`config.mk`:
```
export PLATFORM = sky130hd
export DESIGN_NAME = orbit_vga_renderer
export DESIGN_NICKNAME = d
export VERILOG_FILES = /design/src/rtl/orbit_vga_renderer.sv
export SDC_FILE = /design/constraint.sdc
export NUM_CORES = 1
export LEC_CHECK = 0
export ABC_AREA = 1
export ABC_CLOCK_PERIOD_IN_PS = 2250
export CAP_MARGIN = 10
export CORE_ASPECT_RATIO = 0.9
export CORE_UTILIZATION = 45
export DETAILED_ROUTE_END_ITERATION = 7
export MAX_ROUTING_LAYER = met4
export PLACE_DENSITY = 0.68
export SLEW_MARGIN = 20
export SYNTH_ARGS = -nofsm -noshare
export SYNTH_HDL_FRONTEND = slang
export SYNTH_SLANG_ARGS = --single-unit
```
`constraint.sdc`:
```
create_clock -name clock -period 2.25 [get_ports clock]
set_input_delay 0.45 -clock clock [delete_from_list [all_inputs] [get_ports clock]]
set_output_delay 0.45 -clock clock [all_outputs]
set_load 0.02 [all_outputs]
```
`src/rtl/orbit_vga_renderer.sv`:
```
// Orbit plot display: VGA raster generator that draws a double-buffered object
// dot and a fixed Earth marker, refreshing the dot position only between frames.
module orbit_vga_renderer #(
  parameter int DOT_SIZE   = 4,
  parameter int EARTH_X    = 316,
  parameter int EARTH_Y    = 236,
  parameter int EARTH_SIZE = 8,
  // Raster geometry in pixel ticks / lines; defaults give 640x480@60 at 25 MHz.
  parameter int H_ACTIVE   = 640,
  parameter int H_FRONT    = 16,
  parameter int H_SYNC     = 96,
  parameter int H_BACK     = 48,
  parameter int V_ACTIVE   = 480,
  parameter int V_FRONT    = 10,
  parameter int V_SYNC     = 2,
  parameter int V_BACK     = 33
) (
  input  logic       clock,
  input  logic       reset_n,
  input  logic [9:0] plot_x,
  input  logic [9:0] plot_y,
  input  logic       plot_valid,
  output logic       plot_ready,
  output logic [7:0] VGA_R,
  output logic [7:0] VGA_G,
  output logic [7:0] VGA_B,
  output logic       VGA_HS,
  output logic       VGA_VS,
  output logic       frame_tick
);

  localparam logic [10:0] H_VIS     = 11'(H_ACTIVE);
  localparam logic [10:0] H_LAST    = 11'(H_ACTIVE + H_FRONT + H_SYNC + H_BACK - 1);
  localparam logic [10:0] H_SYNC_LO = 11'(H_ACTIVE + H_FRONT);
  localparam logic [10:0] H_SYNC_HI = 11'(H_ACTIVE + H_FRONT + H_SYNC);
  localparam logic [10:0] V_VIS     = 11'(V_ACTIVE);
  localparam logic [10:0] V_LAST    = 11'(V_ACTIVE + V_FRONT + V_SYNC + V_BACK - 1);
  localparam logic [10:0] V_SYNC_LO = 11'(V_ACTIVE + V_FRONT);
  localparam logic [10:0] V_SYNC_HI = 11'(V_ACTIVE + V_FRONT + V_SYNC);
  localparam logic [10:0] DOT       = 11'(DOT_SIZE);
  localparam logic [10:0] EX_LO     = 11'(EARTH_X);
  localparam logic [10:0] EX_HI     = 11'(EARTH_X + EARTH_SIZE);
  localparam logic [10:0] EY_LO     = 11'(EARTH_Y);
  localparam logic [10:0] EY_HI     = 11'(EARTH_Y + EARTH_SIZE);

  logic       pix_en_reg;
  logic [9:0] h_cnt_reg;
  logic [9:0] v_cnt_reg;
  logic [9:0] h_cnt_next;
  logic [9:0] v_cnt_next;

  logic [9:0] shadow_x_reg;
  logic [9:0] shadow_y_reg;
  logic       shadow_ok_reg;
  logic       shadow_full_reg;
  logic [9:0] active_x_reg;
  logic [9:0] active_y_reg;
  logic       active_ok_reg;

  logic [7:0] r_reg;
  logic [7:0] g_reg;
  logic [7:0] b_reg;
  logic       hs_reg;
  logic       vs_reg;
  logic       frame_tick_reg;

  logic [10:0] h_ext;
  logic [10:0] v_ext;
  logic [10:0] ax_ext;
  logic [10:0] ay_ext;
  logic        visible;
  logic        in_dot;
  logic        in_earth;
  logic        hs_next;
  logic        vs_next;
  logic [7:0]  r_next;
  logic [7:0]  g_next;
  logic [7:0]  b_next;
  logic        frame_start;
  logic        capture;
  logic        transfer;
  logic        plot_in_range;

  // Raster counter successor values.
  always_comb begin
    h_ext      = {1'b0, h_cnt_reg};
    v_ext      = {1'b0, v_cnt_reg};
    h_cnt_next = h_cnt_reg + 10'd1;
    v_cnt_next = v_cnt_reg;
    if (h_ext == H_LAST) begin
      h_cnt_next = '0;
      if (v_ext == V_LAST) begin
        v_cnt_next = '0;
      end else begin
        v_cnt_next = v_cnt_reg + 10'd1;
      end
    end
  end

  // Pixel colour and syncs for the current counter position; 11-bit compares keep
  // a dot near the right/bottom edge clipped instead of wrapping.
  always_comb begin
    ax_ext   = {1'b0, active_x_reg};
    ay_ext   = {1'b0, active_y_reg};
    visible  = (h_ext < H_VIS) && (v_ext < V_VIS);
    in_dot   = active_ok_reg &&
               (h_ext >= ax_ext) && (h_ext < ax_ext + DOT) &&
               (v_ext >= ay_ext) && (v_ext < ay_ext + DOT);
    in_earth = (h_ext >= EX_LO) && (h_ext < EX_HI) &&
               (v_ext >= EY_LO) && (v_ext < EY_HI);
    hs_next  = !((h_ext >= H_SYNC_LO) && (h_ext < H_SYNC_HI));
    vs_next  = !((v_ext >= V_SYNC_LO) && (v_ext < V_SYNC_HI));
    r_next   = 8'h00;
    g_next   = 8'h00;
    b_next   = 8'h00;
    if (visible) begin
      if (in_dot) begin
        r_next = 8'hFF;
        g_next = 8'hFF;
        b_next = 8'hFF;
      end else if (in_earth) begin
        b_next = 8'hFF;
      end
    end
  end

  always_comb begin
    frame_start   = pix_en_reg && (h_cnt_reg == '0) && (v_ext == V_VIS);
    capture       = plot_valid && !shadow_full_reg;
    transfer      = frame_start && shadow_full_reg;
    plot_in_range = ({1'b0, plot_x} < H_VIS) && ({1'b0, plot_y} < V_VIS);
  end

  always_ff @(posedge clock or negedge reset_n) begin
    if (!reset_n) begin
      pix_en_reg <= 1'b0;
      h_cnt_reg  <= '0;
      v_cnt_reg  <= '0;
    end else begin
      pix_en_reg <= !pix_en_reg;
      if (pix_en_reg) begin
        h_cnt_reg <= h_cnt_next;
        v_cnt_reg <= v_cnt_next;
      end
    end
  end

  // Syncs and colour share one register stage so they stay aligned.
  always_ff @(posedge clock or negedge reset_n) begin
    if (!reset_n) begin
      r_reg          <= '0;
      g_reg          <= '0;
      b_reg          <= '0;
      hs_reg         <= 1'b1;
      vs_reg         <= 1'b1;
      frame_tick_reg <= 1'b0;
    end else begin
      frame_tick_reg <= frame_start;
      if (pix_en_reg) begin
        r_reg  <= r_next;
        g_reg  <= g_next;
        b_reg  <= b_next;
        hs_reg <= hs_next;
        vs_reg <= vs_next;
      end
    end
  end

  // Capture and transfer are exclusive: capture needs an empty shadow, transfer a full one.
  always_ff @(posedge clock or negedge reset_n) begin
    if (!reset_n) begin
      shadow_x_reg    <= '0;
      shadow_y_reg    <= '0;
      shadow_ok_reg   <= 1'b0;
      shadow_full_reg <= 1'b0;
      active_x_reg    <= '0;
      active_y_reg    <= '0;
      active_ok_reg   <= 1'b0;
    end else begin
      if (capture) begin
        shadow_x_reg    <= plot_x;
        shadow_y_reg    <= plot_y;
        shadow_ok_reg   <= plot_in_range;
        shadow_full_reg <= 1'b1;
      end else if (transfer) begin
        active_x_reg    <= shadow_x_reg;
        active_y_reg    <= shadow_y_reg;
        active_ok_reg   <= shadow_ok_reg;
        shadow_full_reg <= 1'b0;
      end
    end
  end

  assign plot_ready = !shadow_full_reg;
  assign VGA_R      = r_reg;
  assign VGA_G      = g_reg;
  assign VGA_B      = b_reg;
  assign VGA_HS     = hs_reg;
  assign VGA_VS     = vs_reg;
  assign frame_tick = frame_tick_reg;

endmodule

```
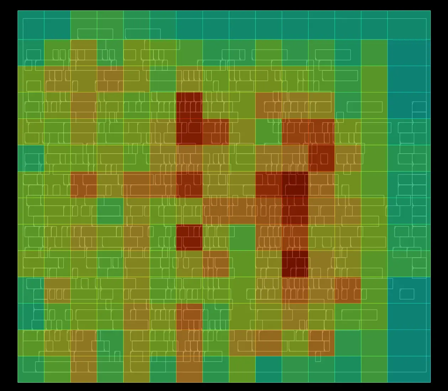
*Routing congestion map, run 1*
total global routing track utilization: 0.197
Global Route met2 Usage: 0.303
met3 global-route usage: 0.0329
wire length per cell: 12.5 um
GR Layer Usage met1: 0.269

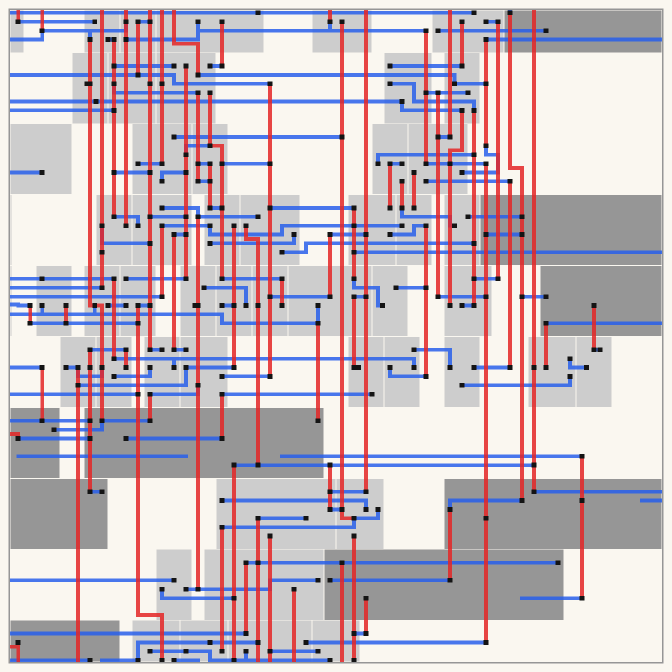
*Layout detail, run 1*
Region (68, 12) to (93, 37) um. Cells in gray, sequential cells in the stronger gray; small squares are vias.
M2: drawn in red. M1: drawn in blue.
Sequential cells in the window: 5. 52 logic cells have their middle in the window. Most frequent: nor2_1 (9), inv_1 (9), nand2_1 (7). Netlist names of flops here include h_cnt_reg (4), pix_en_reg (1).

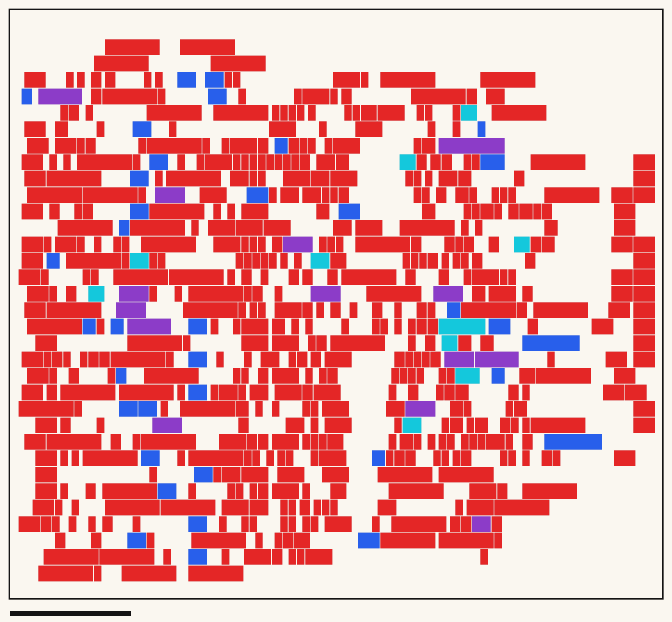
*Cells by drive strength, run 1*
The bar under the picture is 20 um long.
x1 and smaller: drawn in red, cells 541, share 90%. x6 and larger: drawn in purple, cells 14, share 2.3%. x2: drawn in blue, cells 36, share 6.0%. x3 and x4: drawn in cyan, cells 10, share 1.7%.

==> results_slide.txt, run 1 <==
Flow Results at a Glance

Global routing
  – Initial antenna violation count: 0

Floorplanning
  – Rows: 34
  – Core box area: 9740 um^2

Routing
  – DRC violations left: 0

Logic synthesis
  – Area share, top type: 0.370
  – Compound-gate portion of the synthesized area: 0.0977
  – # Cells Yosys: 563
  – Number of synthesized flops with an enable pin: 0
  – Most instantiated library cell after synthesis: nand2_1

Final layout
  – Synth-to-layout area growth: 14.8%
  – Combined area of the multi-input logic cells: 2240 um^2
  – Final Net Count: 662
  – Final-layout fill cell count: 911

Flow run
  – # Max-Cap Violations: 0

Hold path
  – Worst hold path class: input port to asynchronous set/reset pin

Timing
  – Post-route minimum period: 2100 ps
  – Actual slew at the worst max-slew pin: 439 ps

Placement
  – Number of buffers inserted by port buffering: 50
  – Post-placement setup slack: 145 ps

Status
  – Run status: completed

Power
  – Clk pwr share: 0.419

Clocking
  – Number of buffers added by the clock tree synthesis step: 9
[run 1: metal layers]
metal | share of wire | track usage | vias to the layer above
met1 | 0.49 | 0.269 | 1679
met3 | 0.046 | 0.0329 | 4
met2 | 0.46 | 0.303 | 104
met4 | 0.0040 | 0.0495 | 0
met5 | 0 | - | -
li1 | - | - | 1865
[run 1: power groups by stage]
stage	clock (mW)	combinational (mW)	sequential [mW]
final	0.985	0.0978	1.27
after global routing	1.08	0.114	1.27
after CTS	1.01	0.102	1.27
after detailed placement	0	0.102	1.29
after global placement	0	0.0995	1.29
after floorplan	0	0.0260	1.29
[run 1: area by class of cell]
cell class	count	area share
Clock buffer	9	0.0238
Clock inverter	6	0.0125
Inverter	85	0.0632
Multi-Input combinational cell	376	0.430
Sequential cell	69	0.332
Tap cell	126	0.0303
Timing Repair Buffer	56	0.109
==> inputs of run 2 (changes only) <==
--- a/config.mk
+++ b/config.mk
@@ -12,7 +12,7 @@
 export CORE_UTILIZATION = 45
 export DETAILED_ROUTE_END_ITERATION = 7
 export MAX_ROUTING_LAYER = met4
-export PLACE_DENSITY = 0.68
+export PLACE_DENSITY = 0.7
 export SLEW_MARGIN = 20
 export SYNTH_ARGS = -nofsm -noshare
 export SYNTH_HDL_FRONTEND = slang
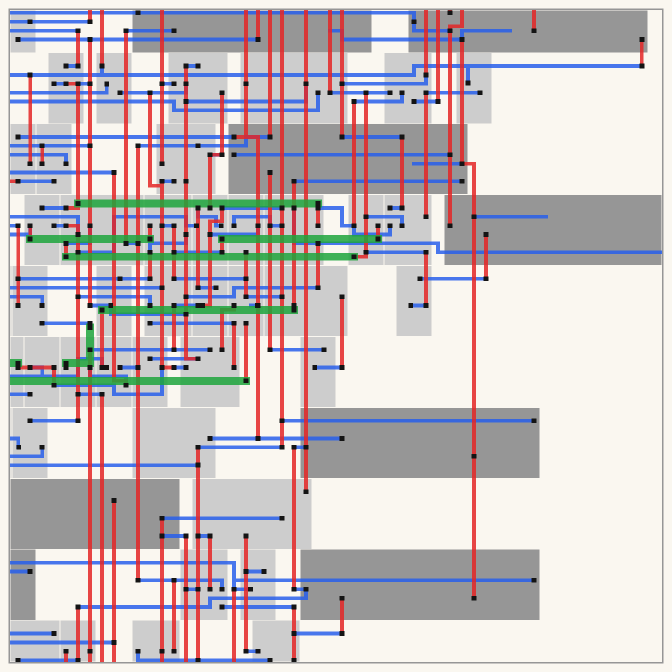
*Layout detail, run 2*
Region (68, 12) to (93, 37) um. Cells in gray, sequential cells in the stronger gray; small squares are vias.
M3: drawn in green. M1: drawn in blue. M2: drawn in red.
Most frequent: inv_1 (8), nand2_1 (7). Netlist names of flops here include h_cnt_reg (5). Sequential cells in the window: 7. 46 logic cells have their middle in the window.

==> results_slide.txt, run 2 <==
Flow Results at a Glance

Final layout
  – Fraction of standard cell area in multi-input logic: 0.430 (+0.000687)
  – Count of multi-input combinational gates: 376 (unchanged)
  – Fraction of area in clock buffers and inverters: 0.0353 (-0.000944)
  – Area share of buffers outside the clock network: 0.109 (about the same)
  – Number of clock buffers in the layout: 10 (+1)
  – Synth-to-layout area growth: 14.8% (about the same)
  – Non-Clock Buffer Count: 56 (unchanged)

Logic synthesis
  – Most instantiated library cell after synthesis: nand2_1
  – # Cells Yosys: 563 (unchanged)

Placement
  – Number of buffers inserted by port buffering: 50 (unchanged)

Floorplanning
  – Tap cells: 126 (unchanged)
  – Core box area: 9740 um^2 (unchanged)

Global routing
  – Initial antenna violation count: 0 (unchanged)
  – Met3 global-route usage: 0.0288 (-0.00402)

Timing
  – Actual slew at the worst max-slew pin: 476 ps (+37.2 ps)

Flow run
  – # Max-Cap Violations: 0 (unchanged)

Routing
  – Met1 layer wirelength in the final routing: 4.34 mm (-3.2%)
  – DRC violations left: 0 (unchanged)

Hold path
  – Worst hold path class: input port to asynchronous set/reset pin

Status
  – Run status: completed
-- run 2: cell counts after synthesis --
Identical to the previous run, type by type.
-- run 2: path summary, 6_finish.rpt --
kind | start | endpoint | slack (ps) | depth (start not counted)
worst min register to register | shadow_y_reg[0] | active_y_reg[0] | 480 | 2
worst max register to register | active_y_reg[2] | VGA_G[6] | 250 | 12
max in group asynchronous | reset_n | VGA_VS | 1780 | 2
worst min-delay path | reset_n | shadow_y_reg[5] | 110 | 2
min in group clock | shadow_y_reg[0] | active_y_reg[0] | 480 | 2
worst max-delay path | VGA_G[6] | VGA_G[2] | 100 | 1
-- run 2: what timing repair did --
item | in CTS | in global routing
setup endpoints to repair | 0 | 2
resized | 0 | 4
endpoints found under the hold margin | 0 | 0
==> inputs of run 3 (changes only) <==
--- a/config.mk
+++ b/config.mk
@@ -9,6 +9,7 @@
 export ABC_CLOCK_PERIOD_IN_PS = 2250
 export CAP_MARGIN = 10
 export CORE_ASPECT_RATIO = 0.9
+export CORE_MARGIN = 4
 export CORE_UTILIZATION = 45
 export DETAILED_ROUTE_END_ITERATION = 7
 export MAX_ROUTING_LAYER = met4
@@ -17,3 +18,4 @@
 export SYNTH_ARGS = -nofsm -noshare
 export SYNTH_HDL_FRONTEND = slang
 export SYNTH_SLANG_ARGS = --single-unit
+export TNS_END_PERCENT = 50
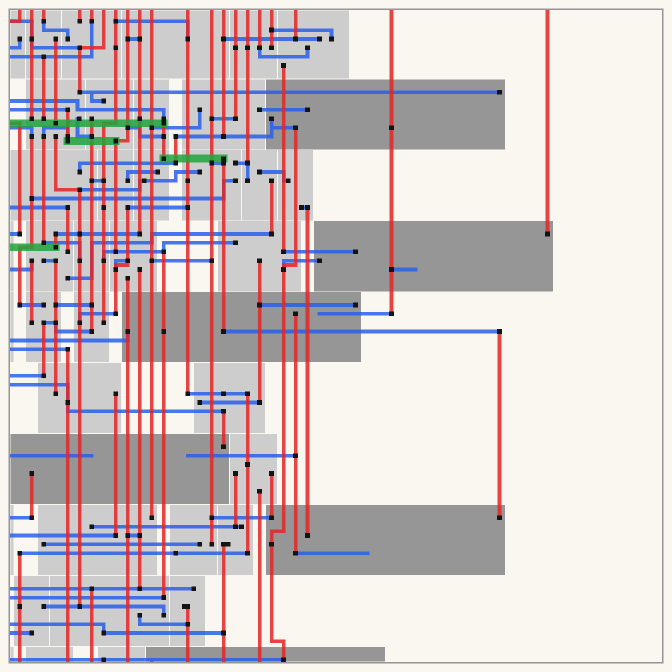
*Layout detail, run 3*
Region (73, 13) to (98, 38) um. Cells in gray, sequential cells in the stronger gray; small squares are vias.
M2: drawn in red. M3: drawn in green. M1: drawn in blue.
Sequential cells in the window: 5. Netlist names of flops here include h_cnt_reg (4), pix_en_reg (1). 35 logic cells have their middle in the window. Most frequent: dfrtp_1 (5).

==> results_slide.txt, run 3 <==
Flow Results at a Glance

Status
  – Run status: completed

Setup path
  – Cell-by-cell trace of the critical path: clkdlybuf4s50_1
  – RR Endpoint: VGA_B[6]
  – Count of cell instances traversed by the critical path: 1 (unchanged)
  – Termination of the worst setup path: VGA_G[2]
  – Startpoint of the worst register-to-register path: active_x_reg[2]
  – Reg2Reg Depth: 10 (-2)
  – Worst Path Max Fanout: 17
  – Reg2reg setup slack: 240 ps (about the same)
  – Crit path launch: VGA_G[6]

Routing
  – Total length of routed met3 wires: 510 um
  – Met1 layer wirelength in the final routing: 4.48 mm (+3.3%)
  – DRC violations left: 0 (unchanged)

Clocking
  – Insertion Delay late pin: 350 ps
  – Sinks on the clock net: 69
  – Post-cts sizing count: 0 (unchanged)
  – Largest buffer count on any clock path: 2

Floorplanning
  – Chip area: 11800 um^2
  – Core box area: 9740 um^2 (unchanged)
  – Share of the core filled by cells before placement: 0.466

Logic synthesis
  – Top logic cell family in the synthesized netlist: simple AND/OR/NAND/NOR gates
  – Most instantiated library cell after synthesis: nand2_1
  – Largest cells by area after synthesis: dfrtp_1 37%, ha_1 12%, nand2_1 10%
  – # Cells Yosys: 563 (unchanged)
  – Flip-flop cell with the highest count after synthesis: dfrtp_1
  – Number of distinct library cell variants in the gate-level netlist after synthesis: 41
  – Number of synthesized flops with an enable pin: 0
  – Nets at Floorplan: 628

Timing
  – Final setup slack of the worst path: 107 ps
  – Total Negative Setup Slacks: 0 ps
  – Actual slew at the worst max-slew pin: 471 ps (-4.99 ps)
  – Post-Route Skew: 9.11 ps

Placement
  – Number of buffers inserted by port buffering: 50 (unchanged)
  – Post-placement setup slack: 143 ps
  – Placed Cells incl. Taps: 712

Global routing
  – Initial antenna violation count: 0 (unchanged)
  – Met3 global-route usage: 0.0425 (+0.0136)
  – Leftover overflow at the end of global routing: 0

Final layout
  – Utilization after layout: 0.539
  – Antenna Diode Count: 0
  – Synth-to-layout area growth: 15.7%

Hold path
  – Worst hold path class: input port to asynchronous set/reset pin

Power
  – Power after layout: 2.53 mW

Flow run
  – # Max-Cap Violations: 0 (unchanged)
run 3: netlist changes by cell type in the layout (fill, tap and decap cells not counted):
cell and delta:
nor2_1 +1, inv_6 +1, clkbuf_8 -1, clkbuf_1 +1, bufinv_16 +2, nor2_4 +1, clkinvlp_4 -1, nor2_2 -2
clkinv_2 -1, clkinv_4 -1
run 3: cell type report:
class / count / area [um^2] / area share
clock buffer: 10 / 128 / 0.0243
sequential: 69 / 1730 / 0.330
clock inverter: 6 / 93.8 / 0.0179
tap: 126 / 158 / 0.0301
multi-input combinational: 376 / 2240 / 0.428
timing repair buffer: 56 / 566 / 0.108
inverter: 85 / 329 / 0.0627
Power and IR drop assume default switching activity.
